**src/rtl/instr_register_pkg.sv**
```systemverilog
// Shared instruction word types and the register's runtime mode.
// Opcode encoding matches the original fixed instruction register.
package instr_register_pkg;
   typedef enum logic [3:0] {ZERO, PASSA, PASSB, ADD, SUB, MULT, DIV, MOD} opcode_t;

   typedef logic signed [31:0] operand_t;

   typedef struct packed {
      opcode_t  opc;
      operand_t op_a;
      operand_t op_b;
   } instruction_t;

   typedef enum logic {IW_ADDR = 1'b0, IW_FIFO = 1'b1} iw_mode_t;
endpackage

```
**src/rtl/instr_register_queue_if.sv**
```systemverilog
// Write/read/status bundle of the instruction register queue.
// The slave side is the register; the master side is the driver/execution stage.
interface instr_register_queue_if import instr_register_pkg::*; #(
   parameter int unsigned DEPTH = 32
);
   localparam int unsigned AW = $clog2(DEPTH);

   iw_mode_t        mode;
   logic            wr_valid;
   logic            wr_ready;
   opcode_t         opcode;
   operand_t        operand_a;
   operand_t        operand_b;
   logic [AW-1:0]   write_pointer;
   logic            rd_req;
   logic [AW-1:0]   read_pointer;
   logic            rd_valid;
   logic            rd_hit;
   instruction_t    instruction_word;
   logic [AW:0]     count;
   logic            full;
   logic            empty;
   logic            overflow_err;
   logic            underflow_err;
   logic            err_clr;

   modport slave (
      input  mode, wr_valid, opcode, operand_a, operand_b, write_pointer,
             rd_req, read_pointer, err_clr,
      output wr_ready, rd_valid, rd_hit, instruction_word, count, full, empty,
             overflow_err, underflow_err
   );

   modport master (
      output mode, wr_valid, opcode, operand_a, operand_b, write_pointer,
             rd_req, read_pointer, err_clr,
      input  wr_ready, rd_valid, rd_hit, instruction_word, count, full, empty,
             overflow_err, underflow_err
   );
endinterface

```
**src/rtl/iw_queue_ctrl.sv**
```systemverilog
// Pointers, occupancy, mode-change flush and sticky error flags; decides which writes/reads commit.
// Zero-latency decisions from registered state; FIFO writes are refused while full.
module iw_queue_ctrl import instr_register_pkg::*; #(
   parameter int unsigned DEPTH = 32,
   localparam int unsigned AW = $clog2(DEPTH)
) (
   input  logic          clk,
   input  logic          rst,
   input  iw_mode_t      mode_i,
   input  logic          wr_valid_i,
   input  logic          rd_req_i,
   input  logic          err_clr_i,
   input  logic          addr_new_i,
   output logic          flush_o,
   output logic          wr_en_o,
   output logic          rd_en_o,
   output logic          wr_ready_o,
   output logic [AW-1:0] wptr_o,
   output logic [AW-1:0] rptr_o,
   output logic [AW:0]   count_o,
   output logic          full_o,
   output logic          empty_o,
   output logic          ovf_o,
   output logic          unf_o
);
   localparam logic [AW:0]   FULL_CNT = (AW+1)'(DEPTH);
   localparam logic [AW-1:0] PTR_ONE  = AW'(1);
   localparam logic [AW:0]   CNT_ONE  = (AW+1)'(1);

   iw_mode_t      mode_q;
   logic          armed_q;
   logic [AW-1:0] wptr_q, wptr_d, rptr_q, rptr_d;
   logic [AW:0]   count_q, count_d;
   logic          ovf_q, ovf_d, unf_q, unf_d;
   logic          fifo, full, empty, ovf_set, unf_set;

   always_comb begin
      fifo       = (mode_i == IW_FIFO);
      full       = (count_q == FULL_CNT);
      empty      = (count_q == '0);
      // state is already clear straight after reset, so only later mode changes flush
      flush_o    = armed_q && (mode_i != mode_q);
      wr_ready_o = !fifo || !full;
      wr_en_o    = !flush_o && wr_valid_i && wr_ready_o;
      rd_en_o    = !flush_o && rd_req_i && (!fifo || !empty);
      ovf_set    = !flush_o && fifo && wr_valid_i && full;
      unf_set    = !flush_o && fifo && rd_req_i && empty;
      wptr_d     = wptr_q;
      rptr_d     = rptr_q;
      count_d    = count_q;
      if (flush_o) begin
         wptr_d  = '0;
         rptr_d  = '0;
         count_d = '0;
      end else if (fifo) begin
         if (wr_en_o) wptr_d = wptr_q + PTR_ONE;
         if (rd_en_o) rptr_d = rptr_q + PTR_ONE;
         if (wr_en_o && !rd_en_o)      count_d = count_q + CNT_ONE;
         else if (!wr_en_o && rd_en_o) count_d = count_q - CNT_ONE;
      end else if (wr_en_o && addr_new_i) begin
         count_d = count_q + CNT_ONE;
      end
      ovf_d = ovf_set || (ovf_q && !err_clr_i);
      unf_d = unf_set || (unf_q && !err_clr_i);
   end

   always_ff @(posedge clk or posedge rst) begin
      if (rst) begin
         mode_q  <= IW_ADDR;
         armed_q <= 1'b0;
         wptr_q  <= '0;
         rptr_q  <= '0;
         count_q <= '0;
         ovf_q   <= 1'b0;
         unf_q   <= 1'b0;
      end else begin
         mode_q  <= mode_i;
         armed_q <= 1'b1;
         wptr_q  <= wptr_d;
         rptr_q  <= rptr_d;
         count_q <= count_d;
         ovf_q   <= ovf_d;
         unf_q   <= unf_d;
      end
   end

   assign wptr_o  = wptr_q;
   assign rptr_o  = rptr_q;
   assign count_o = count_q;
   assign full_o  = full;
   assign empty_o = empty;
   assign ovf_o   = ovf_q;
   assign unf_o   = unf_q;
endmodule

```
**src/rtl/instr_register_queue.sv**
```systemverilog
// DEPTH-entry instruction store: random access (ADDR) or consuming queue (FIFO), registered reads.
// Read data one cycle after rd_req; wr_ready drops only in FIFO mode when full.
module instr_register_queue import instr_register_pkg::*; #(
   parameter int unsigned DEPTH = 32
) (
   input logic                    clk,
   input logic                    reset,
   instr_register_queue_if.slave  bus
);
   localparam int unsigned  AW         = $clog2(DEPTH);
   localparam instruction_t RESET_WORD = '{opc: ZERO, default: '0};

   instruction_t [DEPTH-1:0] mem_q;
   logic [DEPTH-1:0]         valid_q;
   instruction_t             word_q;
   logic                     rd_valid_q, rd_hit_q;
   logic                     flush, wr_en, rd_en, fifo_mode;
   logic [AW-1:0]            wptr, rptr, widx, ridx;
   instruction_t             wr_word;

   iw_queue_ctrl #(.DEPTH(DEPTH)) u_ctrl (
      .clk        (clk),
      .rst        (reset),
      .mode_i     (bus.mode),
      .wr_valid_i (bus.wr_valid),
      .rd_req_i   (bus.rd_req),
      .err_clr_i  (bus.err_clr),
      .addr_new_i (!valid_q[bus.write_pointer]),
      .flush_o    (flush),
      .wr_en_o    (wr_en),
      .rd_en_o    (rd_en),
      .wr_ready_o (bus.wr_ready),
      .wptr_o     (wptr),
      .rptr_o     (rptr),
      .count_o    (bus.count),
      .full_o     (bus.full),
      .empty_o    (bus.empty),
      .ovf_o      (bus.overflow_err),
      .unf_o      (bus.underflow_err)
   );

   always_comb begin
      fifo_mode = (bus.mode == IW_FIFO);
      widx      = fifo_mode ? wptr : bus.write_pointer;
      ridx      = fifo_mode ? rptr : bus.read_pointer;
      wr_word   = '{opc: bus.opcode, op_a: bus.operand_a, op_b: bus.operand_b};
   end

   // A FIFO read and write never share an index: equal pointers imply full or empty.
   always_ff @(posedge clk or posedge reset) begin
      if (reset) begin
         mem_q      <= {DEPTH{RESET_WORD}};
         valid_q    <= '0;
         word_q     <= '0;
         rd_valid_q <= 1'b0;
         rd_hit_q   <= 1'b0;
      end else begin
         rd_valid_q <= rd_en;
         rd_hit_q   <= rd_en && valid_q[ridx];
         if (rd_en) word_q <= mem_q[ridx];
         if (wr_en) mem_q[widx] <= wr_word;
         if (flush) begin
            valid_q <= '0;
         end else begin
            if (rd_en && fifo_mode) valid_q[ridx] <= 1'b0;
            if (wr_en)              valid_q[widx] <= 1'b1;
         end
      end
   end

   assign bus.rd_valid         = rd_valid_q;
   assign bus.rd_hit           = rd_hit_q;
   assign bus.instruction_word = word_q;
endmodule

```
**src/flat_wrapper.sv**
```systemverilog
// flat-port wrapper written by rule: the top's interface ports become plain ports
module instr_register_queue_flat import instr_register_pkg::*;
#(
   parameter int unsigned DEPTH = 32
)
  (clk, reset, bus_mode, bus_wr_valid, bus_opcode, bus_operand_a, bus_operand_b, bus_write_pointer, bus_rd_req, bus_read_pointer, bus_err_clr, bus_wr_ready, bus_rd_valid, bus_rd_hit, bus_instruction_word, bus_count, bus_full, bus_empty, bus_overflow_err, bus_underflow_err);
  instr_register_queue_if #(.DEPTH(DEPTH)) bus_i ();
  input logic clk;
  input logic reset;
  input wire logic [$bits(bus_i.mode)-1:0] bus_mode;
  input wire logic [$bits(bus_i.wr_valid)-1:0] bus_wr_valid;
  input wire logic [$bits(bus_i.opcode)-1:0] bus_opcode;
  input wire logic [$bits(bus_i.operand_a)-1:0] bus_operand_a;
  input wire logic [$bits(bus_i.operand_b)-1:0] bus_operand_b;
  input wire logic [$bits(bus_i.write_pointer)-1:0] bus_write_pointer;
  input wire logic [$bits(bus_i.rd_req)-1:0] bus_rd_req;
  input wire logic [$bits(bus_i.read_pointer)-1:0] bus_read_pointer;
  input wire logic [$bits(bus_i.err_clr)-1:0] bus_err_clr;
  output wire logic [$bits(bus_i.wr_ready)-1:0] bus_wr_ready;
  output wire logic [$bits(bus_i.rd_valid)-1:0] bus_rd_valid;
  output wire logic [$bits(bus_i.rd_hit)-1:0] bus_rd_hit;
  output wire logic [$bits(bus_i.instruction_word)-1:0] bus_instruction_word;
  output wire logic [$bits(bus_i.count)-1:0] bus_count;
  output wire logic [$bits(bus_i.full)-1:0] bus_full;
  output wire logic [$bits(bus_i.empty)-1:0] bus_empty;
  output wire logic [$bits(bus_i.overflow_err)-1:0] bus_overflow_err;
  output wire logic [$bits(bus_i.underflow_err)-1:0] bus_underflow_err;
  assign bus_i.mode = bus_mode;
  assign bus_i.wr_valid = bus_wr_valid;
  assign bus_i.opcode = bus_opcode;
  assign bus_i.operand_a = bus_operand_a;
  assign bus_i.operand_b = bus_operand_b;
  assign bus_i.write_pointer = bus_write_pointer;
  assign bus_i.rd_req = bus_rd_req;
  assign bus_i.read_pointer = bus_read_pointer;
  assign bus_i.err_clr = bus_err_clr;
  assign bus_wr_ready = bus_i.wr_ready;
  assign bus_rd_valid = bus_i.rd_valid;
  assign bus_rd_hit = bus_i.rd_hit;
  assign bus_instruction_word = bus_i.instruction_word;
  assign bus_count = bus_i.count;
  assign bus_full = bus_i.full;
  assign bus_empty = bus_i.empty;
  assign bus_overflow_err = bus_i.overflow_err;
  assign bus_underflow_err = bus_i.underflow_err;
  instr_register_queue #(.DEPTH(DEPTH)) u_core (.clk(clk), .reset(reset), .bus(bus_i));
endmodule
```
**config.mk**
```make
export PLATFORM = sky130hd
export DESIGN_NAME = instr_register_queue_flat
export DESIGN_NICKNAME = d
export VERILOG_FILES = /design/src/rtl/instr_register_pkg.sv /design/src/rtl/instr_register_queue_if.sv /design/src/rtl/iw_queue_ctrl.sv /design/src/rtl/instr_register_queue.sv /design/src/flat_wrapper.sv
export SDC_FILE = /design/constraint.sdc
export NUM_CORES = 2
export LEC_CHECK = 0
export CAP_MARGIN = 0
export CORE_MARGIN = 2
export CORE_UTILIZATION = 35
export CTS_CLUSTER_DIAMETER = 30
export CTS_CLUSTER_SIZE = 16
export DETAILED_ROUTE_END_ITERATION = 10
export PLACE_DENSITY_LB_ADDON = 0.08
export SYNTH_ARGS = -nofsm -noshare
export SYNTH_HDL_FRONTEND = slang
export SYNTH_HIERARCHICAL = 1
export SYNTH_SLANG_ARGS = --single-unit
export TNS_END_PERCENT = 20
```
**constraint.sdc**
```tcl
create_clock -name clk -period 113.8 [get_ports clk]
set_input_delay 22.76 -clock clk [delete_from_list [all_inputs] [get_ports clk]]
set_output_delay 22.76 -clock clk [all_outputs]
set_load 0.02 [all_outputs]
```
### Track usage over the die

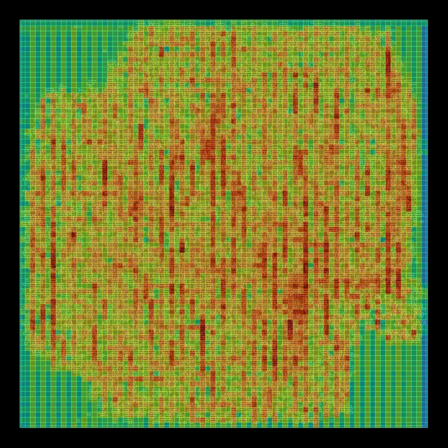
routed length per instance: 30.6 um
final core utilization: 44.0%
GR Util met1: 34.6%

### Met4 routing

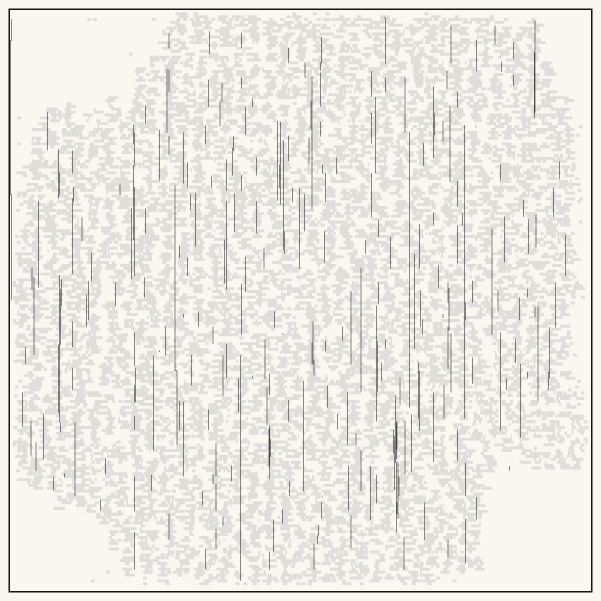
nets with wire on the layer: 118
wire length on this layer: 9340 um
main direction: vertical

==> flow_summary.rst <==
Synthesis and place-and-route
=============================

.. list-table::
   :header-rows: 1

   * - Metric
     - Value
   * - Clock H-tree levels
     - 6
   * - Top class by area
     - sequential cells
   * - Seq area share
     - 44.6%
   * - Cell area power density
     - 27.0 nW/um^2
   * - Sequence of cells on the critical path
     - buf_2 -> buf_4 -> nand2_1 -> clkdlybuf4s50_1
   * - Result of the run
     - finished clean
   * - Timing-limited maximum frequency
     - 21.3 MHz
   * - Worst Hold Launch
     - u_core/mem_q[1258]$_DFFE_PP0P_
   * - Global routing usage on met3
     - 3.71%
   * - Share of flip-flops with an asynchronous set or reset
     - 100%
   * - Unrepaired setup endpoints after global routing
     - no
   * - Worst reg2reg setup slack
     - 107.72 ns
   * - Metal3 WL
     - 17100 um
   * - CP max FO
     - 60
   * - Instance count along the most critical hold path
     - 1
   * - Half-perimeter wire length of the detailed placement result
     - 191000 um
   * - Commonest cells in the netlist
     - sky130_fd_sc_hd__dfrtp_1, sky130_fd_sc_hd__mux2_2, sky130_fd_sc_hd__nand2_1
   * - Postcts setup bufs
     - 0
   * - Clock net sink count
     - 2298
   * - Number of cell instances after yosys synthesis
     - 7597
   * - Final non-clock buffer share
     - 2.40%
   * - Number of placed I/O pins
     - 165
   * - Clock tree from TritonCTS
     - done
   * - Slowest stage cell on the critical path
     - sky130_fd_sc_hd__clkdlybuf4s50_1
   * - Start point of the critical path
     - bus_mode
   * - Worst-case hold path end point
     - u_core/mem_q[1258]$_DFFE_PP0P_
   * - Area share of the leading cell type in the synthesized netlist
     - 55.9%
   * - Overall routing resource usage
     - 24.7%
   * - Deepest clock path buffer count
     - 4
   * - Global-route wire length before repair
     - 536000 um
   * - Initial Util
     - 35.1%
   * - Flip-flops with a built-in enable
     - 0
   * - Share of layout cells above drive strength 1
     - 43.0%
   * - Cell family with the largest share of critical-path delay
     - buffers and inverters
   * - Count of buffering cells on the critical path with inverters included
     - 3
   * - Max transition margin
     - 12.8%
   * - Setup slack of the critical path after layout
     - 66.93 ns
   * - Tally of max-capacitance violations
     - 0
   * - Endpoints failing hold
     - 0
   * - DRT antenna net count
     - 0
   * - Count of cell instances traversed by the critical path
     - 4
   * - Worst clock skew
     - 0.0762 ns
   * - Longest individual stage delay on the worst path
     - 0.58 ns
   * - Gate count after technology mapping
     - 7597
   * - Post-synthesis cell type with the largest instance count
     - sky130_fd_sc_hd__dfrtp_1
   * - Flip-flop and latch area
     - 57500 um^2
   * - Arrival time of the worst setup path
     - 24.11 ns
   * - Maximum number of pins on one net before global-route repair
     - 171
   * - Worst setup slack before clock tree synthesis
     - 66.90 ns
   * - Global-route met2 utilization
     - 39.8%
   * - CTS Hold Buffers Added
     - 0
   * - Leakage power
     - 58.1 nW
   * - Well-tap cell count
     - 3919
   * - Number of cells in the design after placement
     - 11100
   * - Total of endpoints with negative setup slack in the final report
     - 0
   * - Vias per inst
     - 5.54
   * - Vias in the first global route
     - 71600
   * - Combinational cell area excluding buffers and inverters
     - 42300 um^2
   * - Area fraction in compound gates after synthesis
     - 6.63%
   * - Clock root buffer
     - sky130_fd_sc_hd__clkbuf_16
   * - Ys Warns
     - 6
   * - Count of cell types in the netlist
     - 69
   * - Diodes inserted
     - 3
   * - Area added between synthesis and finish
     - 25.3%
   * - Worst Setup Start Kind
     - primary input
### Routed metal, one colour a layer

Two of the layers only.
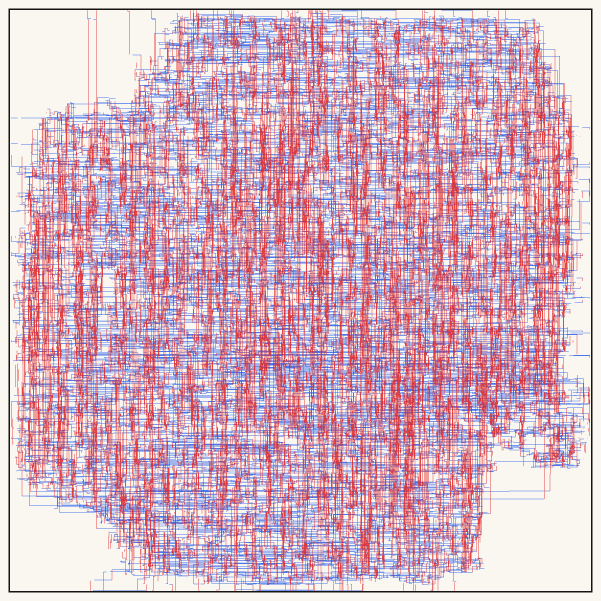
| layer | colour | wire length |
|---|---|---|
| metal 2 | red | 175 mm |
| metal 1 | blue | 173 mm |

### Supply network

Bar = 200 um. Pins as bars on the die edge. Tap cells in grey.
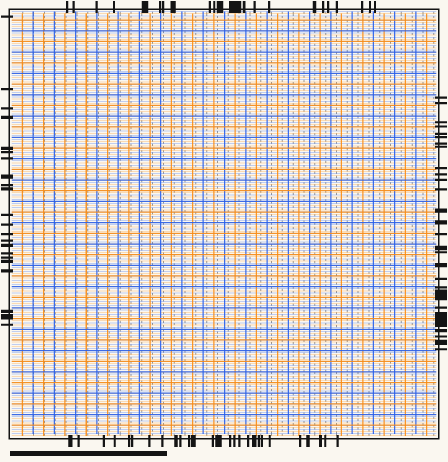
| net | colour |
|---|---|
| VSS | orange |
| VDD | blue |
signal pins: 165
tap cells: 3919
met4 straps: 39
met5 straps: 39
met1 rails: 200
maximum ir drop on the vdd rail: 15.3 uV
width of the die: 546 um

==> state kept, by name (all words and copies together), names as in the netlist <==
signal	cells
u_core/bus.instruction_word	68
u_core/bus.rd_hit	1
u_core/bus.rd_valid	1
u_core/mem_q	2176
u_core/u_ctrl/armed_q	1
u_core/u_ctrl/count_o	6
u_core/u_ctrl/mode_q	1
u_core/u_ctrl/ovf_o	1
u_core/u_ctrl/rptr_o	5
u_core/u_ctrl/unf_o	1
u_core/u_ctrl/wptr_o	5
u_core/valid_q	32
==> where the power goes <==
| part | leakage, nW | total (mW) | switching (mW) | internal (mW) |
|---|---|---|---|---|
| sequential | 30.4 | 1.17 | 0.126 | 1.05 |
| combinational | 17.4 | 0.585 | 0.289 | 0.296 |
| clock | 10.3 | 1.72 | 0.531 | 1.19 |
No activity file was given, so power comes from the tool's default toggle rates.
